[src/rtl/sen_sched_pkg.sv]
// Shared constants for the sensor command scheduler: response codes,
// command field positions and the dispatch FSM state type.
package sen_sched_pkg;

    localparam logic [7:0] RSP_OK      = 8'h00;
    localparam logic [7:0] RSP_BADID   = 8'h01;
    localparam logic [7:0] RSP_TIMEOUT = 8'h02;
    localparam logic [7:0] RSP_OVF     = 8'h03;

    localparam int SEN_ID_MSB = 39;
    localparam int SEN_ID_LSB = 32;
    localparam int SEN_DATA_W = 32;

    typedef enum logic [1:0] {
        ST_IDLE,
        ST_DISPATCH,
        ST_WAIT,
        ST_RESP
    } state_t;

endpackage

[src/rtl/sen_fifo.sv]
// Synchronous command FIFO with occupancy count; a push while full is
// accepted only when a pop happens in the same cycle.
module sen_fifo #(
    parameter int WIDTH = 40,
    parameter int DEPTH = 4
) (
    input  logic                     clk,
    input  logic                     rst_n,
    input  logic                     push,
    input  logic [WIDTH-1:0]         din,
    input  logic                     pop,
    output logic [WIDTH-1:0]         dout,
    output logic                     full,
    output logic                     empty,
    output logic [$clog2(DEPTH):0]   count
);

    localparam int AW = $clog2(DEPTH);

    logic [WIDTH-1:0] mem [DEPTH];
    logic [AW-1:0]    wr_ptr;
    logic [AW-1:0]    rd_ptr;
    logic             do_push;
    logic             do_pop;

    assign full    = (count == (AW + 1)'(DEPTH));
    assign empty   = (count == '0);
    assign do_pop  = pop && !empty;
    assign do_push = push && (!full || do_pop);
    assign dout    = mem[rd_ptr];

    always_ff @(posedge clk or negedge rst_n) begin
        if (!rst_n) begin
            wr_ptr <= '0;
            rd_ptr <= '0;
            count  <= '0;
        end else begin
            if (do_push) wr_ptr <= wr_ptr + 1'b1;
            if (do_pop)  rd_ptr <= rd_ptr + 1'b1;
            case ({do_push, do_pop})
                2'b10:   count <= count + 1'b1;
                2'b01:   count <= count - 1'b1;
                default: ;
            endcase
        end
    end

    // Storage carries no reset; occupancy alone defines validity.
    always_ff @(posedge clk) begin
        if (do_push) mem[wr_ptr] <= din;
    end

endmodule

[src/rtl/sen_sched.sv]
// Sensor command scheduler: queues 40-bit commands, dispatches them one at a
// time to the addressed sensor and returns one response per command.
module sen_sched
    import sen_sched_pkg::*;
#(
    parameter int NUM_SEN = 4,
    parameter int DEPTH   = 4,
    parameter int TIMEOUT = 50000
) (
    input  logic                     sys_clk,
    input  logic                     sys_rst,
    input  logic [39:0]              sen_cmd,
    input  logic                     sen_cmd_flag,
    output logic [NUM_SEN-1:0]       sen_req,
    output logic [31:0]              sen_wdata,
    input  logic [NUM_SEN-1:0]       sen_done,
    input  logic [31:0]              sen_rdata,
    output logic                     rsp_flag,
    output logic [7:0]               rsp_code,
    output logic [31:0]              rsp_data,
    input  logic                     rsp_ready,
    output logic [$clog2(DEPTH):0]   q_cnt
);

    localparam int CNT_W = (TIMEOUT > 2) ? $clog2(TIMEOUT) : 1;

    state_t                 state;
    logic [39:0]            head;
    logic [7:0]             head_id;
    logic                   fifo_full;
    logic                   fifo_empty;
    logic                   fifo_pop;
    logic                   ovf_pend;
    logic                   ovf_set;
    logic                   done_hit;
    logic                   tmo_hit;
    logic [NUM_SEN-1:0]     cmd_sel;
    logic [SEN_DATA_W-1:0]  cmd_data;
    logic [CNT_W-1:0]       tmo_cnt;

    sen_fifo #(
        .WIDTH (40),
        .DEPTH (DEPTH)
    ) u_fifo (
        .clk   (sys_clk),
        .rst_n (sys_rst),
        .push  (sen_cmd_flag),
        .din   (sen_cmd),
        .pop   (fifo_pop),
        .dout  (head),
        .full  (fifo_full),
        .empty (fifo_empty),
        .count (q_cnt)
    );

    assign head_id  = head[SEN_ID_MSB:SEN_ID_LSB];
    assign fifo_pop = (state == ST_IDLE) && !ovf_pend && !fifo_empty;
    assign ovf_set  = sen_cmd_flag && fifo_full && !fifo_pop;
    // sen_req is one-hot on the active sensor during WAIT, so it doubles as the done mask.
    assign done_hit = |(sen_done & sen_req);
    assign tmo_hit  = (tmo_cnt == CNT_W'(TIMEOUT - 1));

    always_ff @(posedge sys_clk or negedge sys_rst) begin
        if (!sys_rst) begin
            state     <= ST_IDLE;
            ovf_pend  <= 1'b0;
            tmo_cnt   <= '0;
            cmd_sel   <= '0;
            cmd_data  <= '0;
            sen_req   <= '0;
            sen_wdata <= '0;
            rsp_flag  <= 1'b0;
            rsp_code  <= '0;
            rsp_data  <= '0;
        end else begin
            // A new overflow in the same cycle IDLE consumes the old one stays pending.
            if (ovf_set)
                ovf_pend <= 1'b1;
            else if (state == ST_IDLE)
                ovf_pend <= 1'b0;

            case (state)
                ST_IDLE: begin
                    if (ovf_pend) begin
                        rsp_code <= RSP_OVF;
                        rsp_data <= '0;
                        state    <= ST_RESP;
                    end else if (!fifo_empty) begin
                        if (int'(head_id) < NUM_SEN) begin
                            cmd_sel  <= NUM_SEN'(1) << head_id;
                            cmd_data <= head[SEN_DATA_W-1:0];
                            state    <= ST_DISPATCH;
                        end else begin
                            rsp_code <= RSP_BADID;
                            rsp_data <= '0;
                            state    <= ST_RESP;
                        end
                    end
                end
                ST_DISPATCH: begin
                    sen_req   <= cmd_sel;
                    sen_wdata <= cmd_data;
                    tmo_cnt   <= '0;
                    state     <= ST_WAIT;
                end
                ST_WAIT: begin
                    if (done_hit) begin
                        rsp_code <= RSP_OK;
                        rsp_data <= sen_rdata;
                        sen_req  <= '0;
                        state    <= ST_RESP;
                    end else if (tmo_hit) begin
                        rsp_code <= RSP_TIMEOUT;
                        rsp_data <= '0;
                        sen_req  <= '0;
                        state    <= ST_RESP;
                    end else begin
                        tmo_cnt <= tmo_cnt + 1'b1;
                    end
                end
                ST_RESP: begin
                    if (!rsp_flag) begin
                        rsp_flag <= 1'b1;
                    end else if (rsp_ready) begin
                        rsp_flag <= 1'b0;
                        state    <= ST_IDLE;
                    end
                end
                default: state <= ST_IDLE;
            endcase
        end
    end

endmodule
[config.mk]
export PLATFORM = sky130hd
export DESIGN_NAME = sen_sched
export DESIGN_NICKNAME = d
export VERILOG_FILES = /design/src/rtl/sen_sched_pkg.sv /design/src/rtl/sen_fifo.sv /design/src/rtl/sen_sched.sv
export SDC_FILE = /design/constraint.sdc
export NUM_CORES = 1
export LEC_CHECK = 0
export CAP_MARGIN = 25
export CORE_AREA = 4 4 145 203
export DETAILED_ROUTE_END_ITERATION = 16
export DIE_AREA = 0 0 149 207
export PLACE_DENSITY_LB_ADDON = 0.05
export SETUP_SLACK_MARGIN = 0.3
export SKIP_LAST_GASP = 1
export SYNTH_ARGS = -nofsm -noshare
export SYNTH_HDL_FRONTEND = slang
export SYNTH_SLANG_ARGS = --single-unit
[constraint.sdc]
create_clock -name sys_clk -period 2.8 [get_ports sys_clk]
set_input_delay 0.28 -clock sys_clk [delete_from_list [all_inputs] [get_ports sys_clk]]
set_output_delay 0.28 -clock sys_clk [all_outputs]
set_load 0.01 [all_outputs]
A small window of the routed layout:
Region (60, 88) to (90, 118) µm. Cells in grey, sequential cells in the stronger grey; small squares are vias.
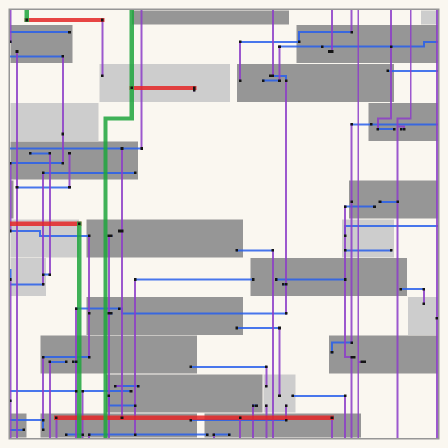
met4: marked green. met3: marked red. met2: marked purple. met1: marked blue.
Most frequent: edfxtp_1 (11), clkbuf_16 (2). Netlist names of flops here include u_fifo.mem (11), cmd_data (1). 17 logic cells have their middle in the window. Sequential cells in the window: 12.

Placed standard cells:
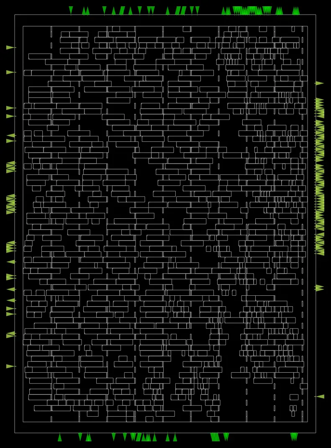
core area: 27,600 µm²
fin util: 53.7%
fillers: 2,270

Logic cells by family:
Drawn at 2 px/µm.
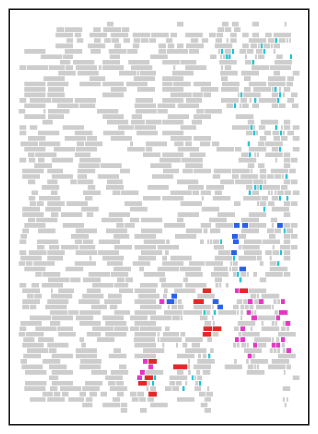
adder and majority cells: marked red, cells 11, most used ha_1. inverters: marked cyan, cells 44, most used inv_1. AND-OR and OR-AND gates: marked blue, cells 11, most used a22o_1, where east. AND and OR gates: marked magenta, cells 23, most used or3_1.
Top cell excl fill/tap: edfxtp_1
fraction of area in multi-input gates: 21.9%
non-filler cells, final: 1,262

==> impl_metrics.ini <==
; implementation run metrics
[timing]
fin_skew_ps = 22.7
maxSlewViolCount = 0
layout_setup_ws_ps = 510
hold_violations = 0
tns_ps = 0
period_used_pct = 81.8
tightest_slew_ps = 770
setup-violations-final = 0
post-route-min-period_ps = 2290

[yosys]
edf_count = 160
syn_inst = 693
ys_seq_share_pct = 69.3
common_cells = edfxtp_1, dfrtp_1, nand2_1
flop_cell = edfxtp_1
yosysWarningCount = 0
synthTopCellsByArea = edfxtp_1, dfrtp_1, mux4_2, mux2_2, mux2_4
ys_ff = 293
ys_cells = 693
top_area_share_pct = 40.9
synth_area_um2 = 11700
ys_chip_area_um2 = 11700
top_area_cell = edfxtp_1

[worst_setup_path]
cp.required_ps = 3020
path_class = reg2reg
cp_max_fo = 21

[global_routing]
gr-usage-all-layers_pct = 15.7
grt_pass1_wl_mm = 38.6
grt_pass1_vias = 6964
grt_antenna_before_repair = 1

[cts]
htreeDepth = 1
numClockSinks = 293
tritoncts = done
numCtsBuffers = 29
clk_latency_ps = 540
ctsLongestPathBuffers = 3
path_clk_slew_ps = 60

[floorplan]
initCoreUtil_pct = 42.6
fp-row-count = 72
pin_count = 160
die-area_um2 = 30800

[hold_path]
hold_class = in2reg

[route]
drc = 0
routed_via_density = 5.03
drt_first_pass_iters = 4
drt-initial-drc-count = 220
ant_nets = 0
vias = 6346
drt_wl_total_mm = 24.2

[outcome]
status = finished clean

[finish]
final_cell_area_um2 = 14800
syn_to_final_growth_pct = 26.1
drive_above_1_share_pct = 21.4
final_nets = 961
area.sequential_um2 = 8140

[power]
ir_drop_mv = 0.526
total_power_mw = 10.1

[flow_run]
maxCapViolations = 0

[placement]
dp_hpwl_mm = 15.7
placed_cell_area_um2 = 13800
io_buffer_count = 153
metrics by stage:
| step | std cells | util [%] |
|---|---|---|
| after detailed placement | 1208 | 50.1 |
| after CTS | 1261 | 53.7 |
| after global routing | 1262 | 53.7 |
| final | 1262 | 53.7 |
| after global placement | 1207 | 50.0 |
| after floorplan | 698 | - |
registers in the layout (all words and copies together), names as in the netlist:
signal         cells
state              2
u_fifo.wr_ptr      2
rsp_data          32
sen_wdata         32
sen_req            4
u_fifo.mem       160
cmd_sel            4
cmd_data          32
tmo_cnt           16
rsp_flag           1
u_fifo.rd_ptr      2
rsp_code           2
u_fifo.count       3
ovf_pend           1
cells in the final DEF (no fill, tap or decap), types with 6 or more instances in the layout:
master,instances
a21oi_1,10
a22o_1,6
buf_12,9
buf_4,10
clkbuf_1,7
clkbuf_16,31
clkdlybuf4s50_1,152
conb_1,6
dfrtp_1,131
edfxtp_1,160
ha_1,9
inv_1,44
mux2_2,42
mux2_4,29
mux2i_1,36
mux4_2,35
nand2_1,52
nand4_1,8
nor2_1,16
o21ai_0,11
or3_1,6
xor2_1,6
kinds of logic (layout without fill, tap and decap cells):
kind of cell / count (synthesis) / in the layout / share of synthesized area, %
compound gates: 43 / 43 / 2.52
xor+xnor: 9 / 9 / 0.671
fa+ha+maj: 11 / 11 / 1.24
buf+inv: 77 / 270 / 3.40
flops: 293 / 293 / 69.3
mux: 142 / 142 / 17.5
other cells: 1 / 7 / 0.0319
simple gates: 117 / 117 / 5.35
power breakdown:
group          switching [mW]  leakage (nW)  total (mW)  internal, mW
Sequential              0.124          3.28        5.23          5.10
Clock                    1.57         0.476        3.90          2.33
Combinational           0.557          2.25       0.992         0.435
Total                    2.25          6.01        10.1          7.87
what timing repair did:
item	in CTS	in global routing
hold buffers	1	0
hold endpoints to repair	64	0
endpoints found under the setup margin	0	132
setup buffers	0	0
gates resized	0	1
per-layer routing:
metal,track usage [%],share of wire [%],vias to the layer above
met5,0,0,-
met4,3.51,1.6,0
met3,2.75,4.9,27
met2,28.6,54,158
met1,19.5,40,3263
li1,-,-,2898
layout make-up:
type / count / area share [%]
flip-flops and latches: 293 / 55.0
clock buffers: 43 / 5.88
clock inverters: 9 / 0.719
diodes: 1 / 0.0169
well taps: 370 / 3.13
inverters: 44 / 1.12
repair buffers: 174 / 12.2
multi-input cells: 328 / 21.9
worst max-delay path: stages, from the launching register on:
cell and delay [ps]:
dfrtp_1 410, inv_1 140, ha_1 230, nand2b_1 140
a31oi_2 410, and2_2 400, buf_12 220
path summary, 6_finish.rpt:
path,startpoint,endpoint,slack [ps],cells after the start
setup reg to reg,state[0],u_fifo.mem[0][24],510,6
min in group asynchronous,sys_rst,tmo_cnt[11],330,2
max in group asynchronous,sys_rst,cmd_data[18],1610,3
hold reg to reg,cmd_data[1],sen_wdata[1],500,1
hold / removal,sen_rdata[13],rsp_data[13],290,3
setup / recovery,state[0],u_fifo.mem[0][24],510,6
Power is estimated from default activity; no workload was simulated.
